Figure 1. M1 wires (run 1).
The bar under the picture is 20 um long.
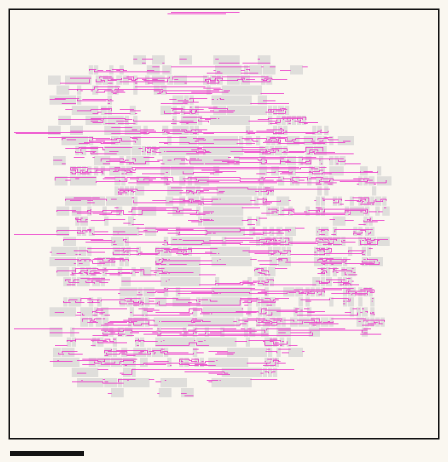
Figure 2. Metal 2 (run 1).
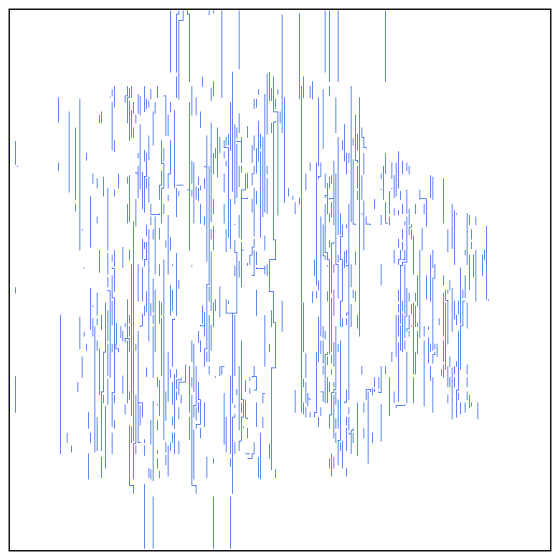
Figure 3. Signal wires on met3 (run 1).
The bar under the picture is 20 um long.
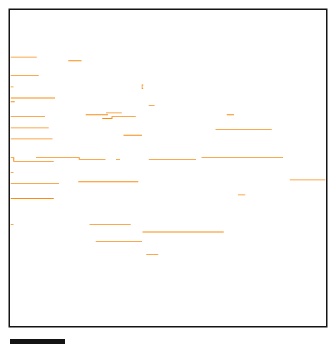
File: config.mk
export PLATFORM = sky130hd
export DESIGN_NAME = clip_sequencer
export DESIGN_NICKNAME = d
export VERILOG_FILES = /design/src/rtl/clip_sequencer.sv
export SDC_FILE = /design/constraint.sdc
export NUM_CORES = 1
export LEC_CHECK = 0
export ABC_AREA = 1
export CAP_MARGIN = 20
export CORE_MARGIN = 10
export CORE_UTILIZATION = 40
export DETAILED_ROUTE_END_ITERATION = 8
export PLACE_DENSITY = 0.56
export SLEW_MARGIN = 0
export SYNTH_ARGS = -nofsm -noshare
export SYNTH_HDL_FRONTEND = slang
export SYNTH_SLANG_ARGS = --single-unit
File: constraint.sdc
create_clock -name clock -period 3.25 [get_ports clock]
set_input_delay 0.325 -clock clock [delete_from_list [all_inputs] [get_ports clock]]
set_output_delay 0.325 -clock clock [all_outputs]
set_load 0.03 [all_outputs]
File: src/rtl/clip_sequencer.sv
// clip_sequencer: record/playback sequencer for two clip memories.
// Tracks per-clip sample counts so playback ends where recording ended.
module clip_sequencer #(
  parameter int ADDR_W   = 14,
  parameter int CLIP_LEN = 16000
) (
  input  logic              clock,
  input  logic              reset_n,
  input  logic              rec_req,
  input  logic              play_req,
  input  logic              stop,
  input  logic              clip_sel,
  input  logic              sample_tick,
  output logic [ADDR_W-1:0] mem_addr,
  output logic [1:0]        mem_en,
  output logic [1:0]        mem_we,
  output logic              busy,
  output logic              done,
  output logic              reject,
  output logic [1:0]        clip_valid
);

  localparam int LEN_W = ADDR_W + 1;
  localparam logic [LEN_W-1:0] REC_LIM = LEN_W'(CLIP_LEN);
  localparam logic [LEN_W-1:0] ONE     = LEN_W'(1);

  typedef enum logic [1:0] {IDLE, REC, PLAY, DONE} state_t;

  state_t            state;
  state_t            state_nx;
  logic              cur_clip;
  logic [ADDR_W-1:0] addr;
  logic [LEN_W-1:0]  len [2];
  logic              reject_q;

  logic [LEN_W-1:0]  limit;
  logic [LEN_W-1:0]  addr_ext;
  logic [LEN_W-1:0]  count;
  logic              fin;
  logic              sel_empty;

  // Termination test and access count for the current operation
  always_comb begin
    limit     = (state == REC) ? REC_LIM : len[cur_clip];
    addr_ext  = {1'b0, addr};
    count     = addr_ext + LEN_W'(sample_tick);
    fin       = (sample_tick && (addr_ext == limit - ONE)) || stop;
    sel_empty = (len[clip_sel] == '0);
  end

  // State register
  always_ff @(posedge clock) begin
    if (!reset_n) state <= IDLE;
    else          state <= state_nx;
  end

  // Next-state logic; record wins over play
  always_comb begin
    state_nx = state;
    unique case (state)
      IDLE: begin
        if (rec_req)                     state_nx = REC;
        else if (play_req && !sel_empty) state_nx = PLAY;
      end
      REC, PLAY: if (fin) state_nx = DONE;
      DONE: state_nx = IDLE;
      default: state_nx = IDLE;
    endcase
  end

  // Address counter, clip lengths, target clip and reject pulse
  always_ff @(posedge clock) begin
    if (!reset_n) begin
      addr     <= '0;
      len[0]   <= '0;
      len[1]   <= '0;
      cur_clip <= 1'b0;
      reject_q <= 1'b0;
    end else begin
      reject_q <= 1'b0;
      unique case (state)
        IDLE: begin
          if (rec_req || (play_req && !sel_empty)) begin
            cur_clip <= clip_sel;
            addr     <= '0;
          end else if (play_req) begin
            reject_q <= 1'b1;
          end
        end
        REC, PLAY: begin
          if (fin) begin
            addr <= '0;
            if (state == REC) len[cur_clip] <= count;
          end else if (sample_tick) begin
            addr <= addr + ADDR_W'(1);
          end
        end
        default: ;
      endcase
    end
  end

  // Memory strobes and status outputs
  always_comb begin
    mem_en   = 2'b00;
    mem_we   = 2'b00;
    busy     = (state == REC) || (state == PLAY);
    done     = (state == DONE);
    reject   = reject_q;
    mem_addr = addr;
    if (busy) mem_en[cur_clip] = sample_tick;
    if (state == REC) mem_we[cur_clip] = sample_tick;
    clip_valid = {len[1] != '0, len[0] != '0};
  end

endmodule

==> metrics.yaml, run 1 <==
worst_ep_required_time_ns: 3.26
ant_nets: 0
place_area_sq_um: 4030
fin_cells: 658
timing.final.max_slew_violations: 0
routedLengthMet1_um: 4670
r2r_cells: 20
placedCellCount: 650
finalHoldViolations: 0
use_met2: 0.229
p_int_w: 0.00131
min_path_type: "register to register"
cts_hold_buf: 0
hold_slack_ns: 0.533
topCellsByArea: "edfxtp_1 25%, nand2_1 13%, dfxtp_1 10%"
combPwrFrac: 0.555
post_cts_buffers: 0
min_period_ns: 2.98
timing.setup.tns_ns: 0
clock.fmax_mhz: 335
antenna_cells: 0
grt_overflow: 0
ys_seq_frac: 0.352
cp-endpoint: "len[0][3]"
critPathMaxFanout: 15
buf_share: 0.0885
insertion_delay_ns: 0.30
pg_seq_w: 0.000762
area.combinational_sq_um: 1970
areaGrowthSynthToFinish_pct: 13.3
seqCellArea_sq_um: 1280
ff_count: 49
syn_avg_cell_area_sq_um: 7.06
ioPinCount: 30
synth_area_sq_um: 3640
status: "complete, no violations"
skew_ns: 0.00463
clockPowerShare: 0.143
ir_drop_mv: 0.503
hold_path_startpoint: "state[1]"
cts_root_buffer: "clkbuf_8"
routabilityCongestion: 0.916
place_hpwl_um: 7640
met3_usage: 0.0217
pre_cts_ws_ns: 0.234
-- Figure 1 (at the start) --
wire length on this layer = 4,670 um
share of all routed wire = 51%

-- Figure 2 (at the start) --
nets with wire on the layer = 437
share of all routed wire = 45%
wire length on this layer = 4,140 um

-- Figure 3 (at the start) --
wire length on this layer = 366 um
main direction = horizontal

[run 1: worst max-delay path, cell delays in order (launching register included)]
cell and delay (ns):
dfxtp_1 0.36, inv_1 0.08, ha_1 0.27, inv_2 0.14, nand3_2 0.13, ha_1 0.32
inv_1 0.04, nand2_1 0.05, nand2_1 0.05, nor2_1 0.09, nand3_1 0.09, a21oi_1 0.12
nand2_1 0.06, nor2_1 0.08, nand2_1 0.06, nor2_1 0.13, nand3_2 0.14, nand2_2 0.15
nand3_4 0.07, nand2_1 0.08, buf_6 0.18
[run 1: logic make-up after synthesis]
| family | Yosys count | share of synthesized area |
|---|---|---|
| xor+xnor | 17 | 0.0409 |
| buf+inv | 90 | 0.109 |
| compound gates | 17 | 0.0247 |
| flops | 49 | 0.352 |
| fa+ha+maj | 8 | 0.0275 |
| simple gates | 335 | 0.446 |
==> run 2: changes to the inputs <==
--- a/config.mk
+++ b/config.mk
@@ -9,6 +9,7 @@
 export CAP_MARGIN = 20
 export CORE_MARGIN = 10
 export CORE_UTILIZATION = 40
+export CTS_BUF_LIST = sky130_fd_sc_hd__clkbuf_4 sky130_fd_sc_hd__clkbuf_8
 export DETAILED_ROUTE_END_ITERATION = 8
 export PLACE_DENSITY = 0.56
 export SLEW_MARGIN = 0
Figure 4. M1 wires (run 2).
The bar under the picture is 20 um long.
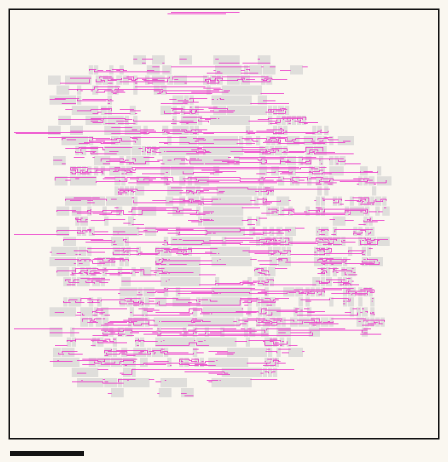
longest straight run = 45.1 um
main direction = horizontal
wire length on this layer = 4,670 um
nets with wire on the layer = 513
share of all routed wire = 51%

Figure 5. Metal 2 (run 2).
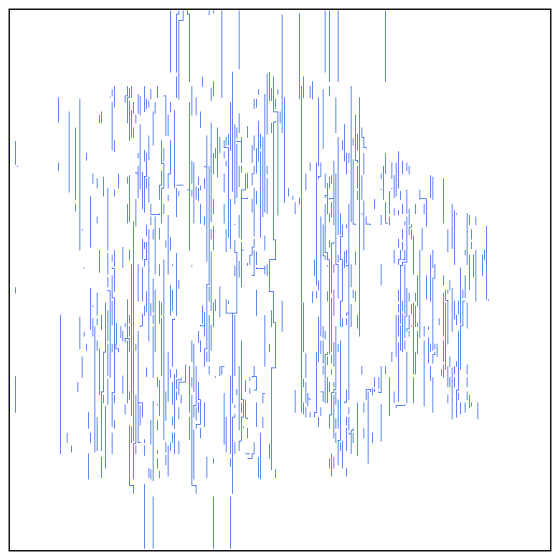
main direction = vertical
longest straight run = 69.7 um

Figure 6. Signal wires on met3 (run 2).
The bar under the picture is 20 um long.
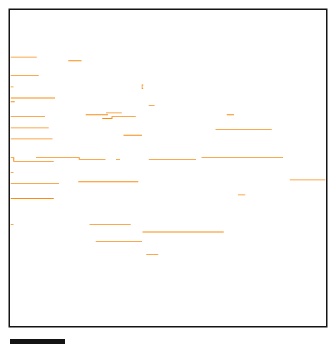
share of all routed wire = 4.0%
longest straight run = 29.4 um
nets with wire on the layer = 29

==> metrics.yaml, run 2 <==
timing.final.max_slew_violations: 0
layout_top_cells: "130 x nand2_1, 83 x nor2_1, 69 x inv_1, 38 x nand3_1, 30 x edfxtp_1"
hold_path_startpoint: "state[1]"
ir_drop_mv: 0.503
numCtsBuffers: 5
place_area_sq_um: 4030
met3_usage: 0.0217
cp-endpoint: "len[0][3]"
gr-usage-met1: 0.200
max_stage_delay_ns: 0.36
worst_ep_required_time_ns: 3.26
die-area_sq_um: 13300
status: "complete, no violations"
topCellsByArea: "edfxtp_1 25%, nand2_1 13%, dfxtp_1 10%"
whs_path_depth: 2
use_met2: 0.229
place_hpwl_um: 7640
critPathMaxFanout: 15
path_delay_family: "simple AND/OR/NAND/NOR gates"
skew_ns: 0.00463
yosys.area_share.simple: 0.446
finalHoldViolations: 0
ioPinCount: 30
cp_num_cells: 20
fin_crit_sh: 0.918
vias: 3221
clock_area_frac: 0.0218
areaGrowthSynthToFinish_pct: 13.3
rsz0062_at_grt: "no"
critPathSlowestCell: "dfxtp_1"
timing.setup.tns_ns: 0
crit_path_end_kind: "register"
cp.buffers_inverters: 4
clock.fmax_mhz: 335
aoi_share: 0.0247
min_path_type: "register to register"
taps: 108
routabilityCongestion: 0.916
cpMostUsedCell: "nand2_1"
buf_share: 0.0885
syn_avg_cell_area_sq_um: 7.06
area.combinational_sq_um: 1970
ys_sh_mux: 0
min_period_ns: 2.98
antenna_found_initial: 0
synth-edff-count: 30
ff_count: 49
grt_overflow: 0
grt_usage: 0.143
cts_root_buffer: "clkbuf_8"
p_leak_nw: 1.76
hold_end: "state[1]"
numSynthFlops: 49
insertion_delay_ns: 0.30
yosysMostFrequentCell: "nand2_1"
arrival_ns: 3.00
ys_top_cells_by_count: "130 x nand2_1, 83 x nor2_1, 69 x inv_1, 38 x nand3_1, 30 x edfxtp_1"
ys_seq_frac: 0.352
antenna_cells: 0
top_logic_kind: "simple AND/OR/NAND/NOR gates"
adder_share: 0.0275
routedLengthMet1_um: 4670
ant_nets: 0
routed.top_layer: "met4"
path_cells: "inv_1 -> ha_1 -> inv_2 -> nand3_2 -> ha_1 -> inv_1 -> nand2_1 -> nand2_1 -> nor2_1 -> nand3_1 -> a21oi_1 -> nand2_1 -> nor2_1 -> nand2_1 -> nor2_1 -> nand3_2 -> nand2_2 -> nand3_4 -> nand2_1 -> buf_6"
synth_area_sq_um: 3640
seqCellArea_sq_um: 1280
r2r_cells: 20
yosys_most_used_dff: "edfxtp_1"
syn_inst: 516
ys_sh_xor: 0.0409
run 2: cell counts after synthesis:
Identical to the previous run, type by type.
run 2: per-stage QoR:
stage | hold slack (ns) | setup WS [ns] | cells
after detailed placement | 0.516 | 0.234 | 650
after global placement | 0.499 | 0.338 | 650
final | 0.533 | 0.266 | 658
after global routing | 0.555 | 0.00994 | 658
after floorplan | 0.453 | 0.269 | 516
after CTS | 0.533 | 0.208 | 658
run 2: power breakdown:
part / internal (W) / switching (W) / leakage, nW
Clock: 0.000153 / 0.000208 / 0.0445
Combinational: 0.000453 / 0.000947 / 1.25
Sequential: 0.000707 / 0.0000557 / 0.464
run 2: what timing repair did:
item,in CTS,in global routing
hold buffers,0,0
setup endpoints to repair,0,30
setup buffers,0,0
resized,0,2
==> run 3: changes to the inputs <==
--- a/config.mk
+++ b/config.mk
@@ -12,6 +12,7 @@
 export CTS_BUF_LIST = sky130_fd_sc_hd__clkbuf_4 sky130_fd_sc_hd__clkbuf_8
 export DETAILED_ROUTE_END_ITERATION = 8
 export PLACE_DENSITY = 0.56
+export SKIP_CTS_REPAIR_TIMING = 1
 export SLEW_MARGIN = 0
 export SYNTH_ARGS = -nofsm -noshare
 export SYNTH_HDL_FRONTEND = slang
Figure 7. Clock routing (run 3).
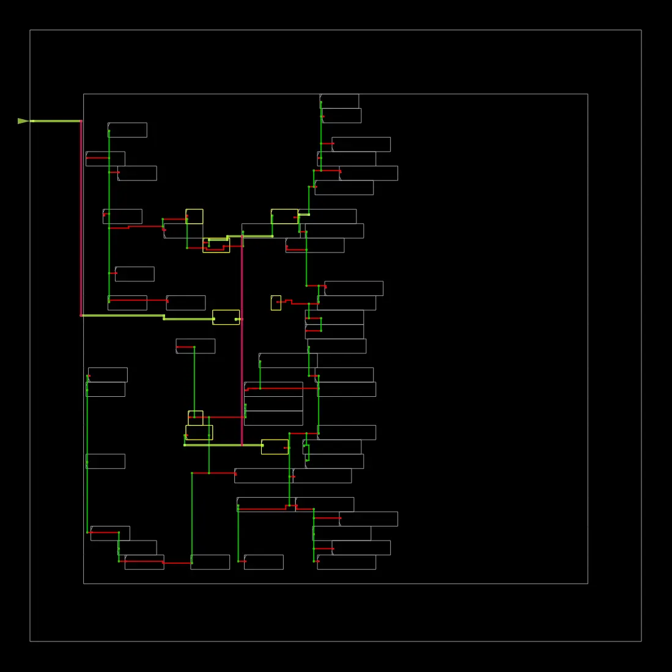
clk_lat worst skew: 0.30 ns
Clk power: 0.000361 W
clkbuf count: 5
Sink Count: 49
Seq cells: 49

Figure 8. M1 wires (run 3).
The bar under the picture is 20 um long.
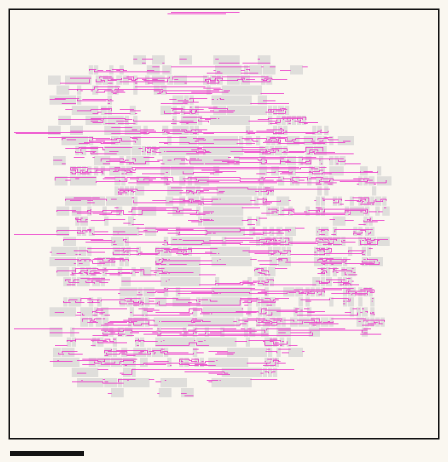
share of all routed wire = 51%
wire length on this layer = 4,670 um
main direction = horizontal
longest straight run = 45.1 um
nets with wire on the layer = 513

Figure 9. Signal wires on met3 (run 3).
The bar under the picture is 20 um long.
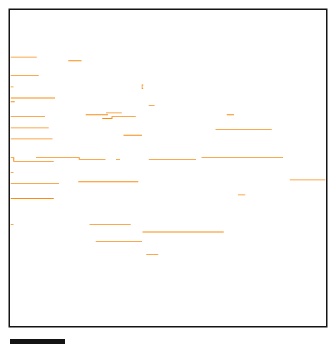
share of all routed wire = 4.0%
longest straight run = 29.4 um
wire length on this layer = 366 um

==> metrics.yaml, run 3 <==
status: "complete, no violations"
fin_cells: 658
routedLengthMet1_um: 4670
use_met2: 0.229
clock_area_frac: 0.0218
ant_nets: 0
synth-edff-count: 30
finalHoldViolations: 0
max_stage_delay_ns: 0.36
ioPinCount: 30
syn_avg_cell_area_sq_um: 7.06
cp.buffers_inverters: 4
routed.top_layer: "met4"
clock.fmax_mhz: 335
yosysMostFrequentCell: "nand2_1"
placedCellCount: 650
critPathMaxFanout: 15
numSynthFlops: 49
antenna_cells: 0
whs_path_depth: 2
min_period_ns: 2.98
met3_usage: 0.0217
min_path_type: "register to register"
areaGrowthSynthToFinish_pct: 13.3
gr-usage-met1: 0.200
r2r_cells: 20
rsz0062_at_grt: "no"
path_cells: "inv_1 -> ha_1 -> inv_2 -> nand3_2 -> ha_1 -> inv_1 -> nand2_1 -> nand2_1 -> nor2_1 -> nand3_1 -> a21oi_1 -> nand2_1 -> nor2_1 -> nand2_1 -> nor2_1 -> nand3_2 -> nand2_2 -> nand3_4 -> nand2_1 -> buf_6"
cp_num_cells: 20
p_leak_nw: 1.76
layout_top_cells: "130 x nand2_1, 83 x nor2_1, 69 x inv_1, 38 x nand3_1, 30 x edfxtp_1"
synth_area_sq_um: 3640
ir_drop_mv: 0.503
fin_crit_sh: 0.918
numCtsBuffers: 5
fin_ws_ns: 0.266
critPathSlowestCell: "dfxtp_1"
pre_cts_ws_ns: 0.234
yosys_most_used_dff: "edfxtp_1"
crit_path_end_kind: "register"
place_hpwl_um: 7640
ys_top_cells_by_count: "130 x nand2_1, 83 x nor2_1, 69 x inv_1, 38 x nand3_1, 30 x edfxtp_1"
cpMostUsedCell: "nand2_1"
area.combinational_sq_um: 1970
syn_inst: 516
cts_root_buffer: "clkbuf_8"
antenna_found_initial: 0
hold_end: "state[1]"
hold_slack_ns: 0.533
timing.setup.tns_ns: 0
hold_path_startpoint: "state[1]"
arrival_ns: 3.00
path_delay_family: "simple AND/OR/NAND/NOR gates"
==> run 3: cell counts after synthesis <==
No cell type changed its count.
==> run 3: cell families (layout without fill, tap and decap cells) <==
family	count (synthesis)	count (layout)	share of synthesized area
and+or+nand+nor	335	335	0.446
adders and majority gates	8	8	0.0275
DFF	49	49	0.352
xor gates and xnor gates	17	17	0.0409
buffers and inverters	90	124	0.109
AOI/OAI and AO/OA	17	17	0.0247
==> run 3: tightest hold or removal path, delay by kind of cell, from the launching register on <==
family | cells | cell delay [ns]
flops | 1 | 0.36
simple gates | 1 | 0.09
compound gates | 1 | 0.05
==> run 3: report_power, final <==
part	internal [W]	total, W	switching [W]
Clock	0.000153	0.000361	0.000208
Combinational	0.000453	0.00140	0.000947
Sequential	0.000707	0.000762	0.0000557
Power figures rest on the tool's default switching activity, not on a simulated workload.
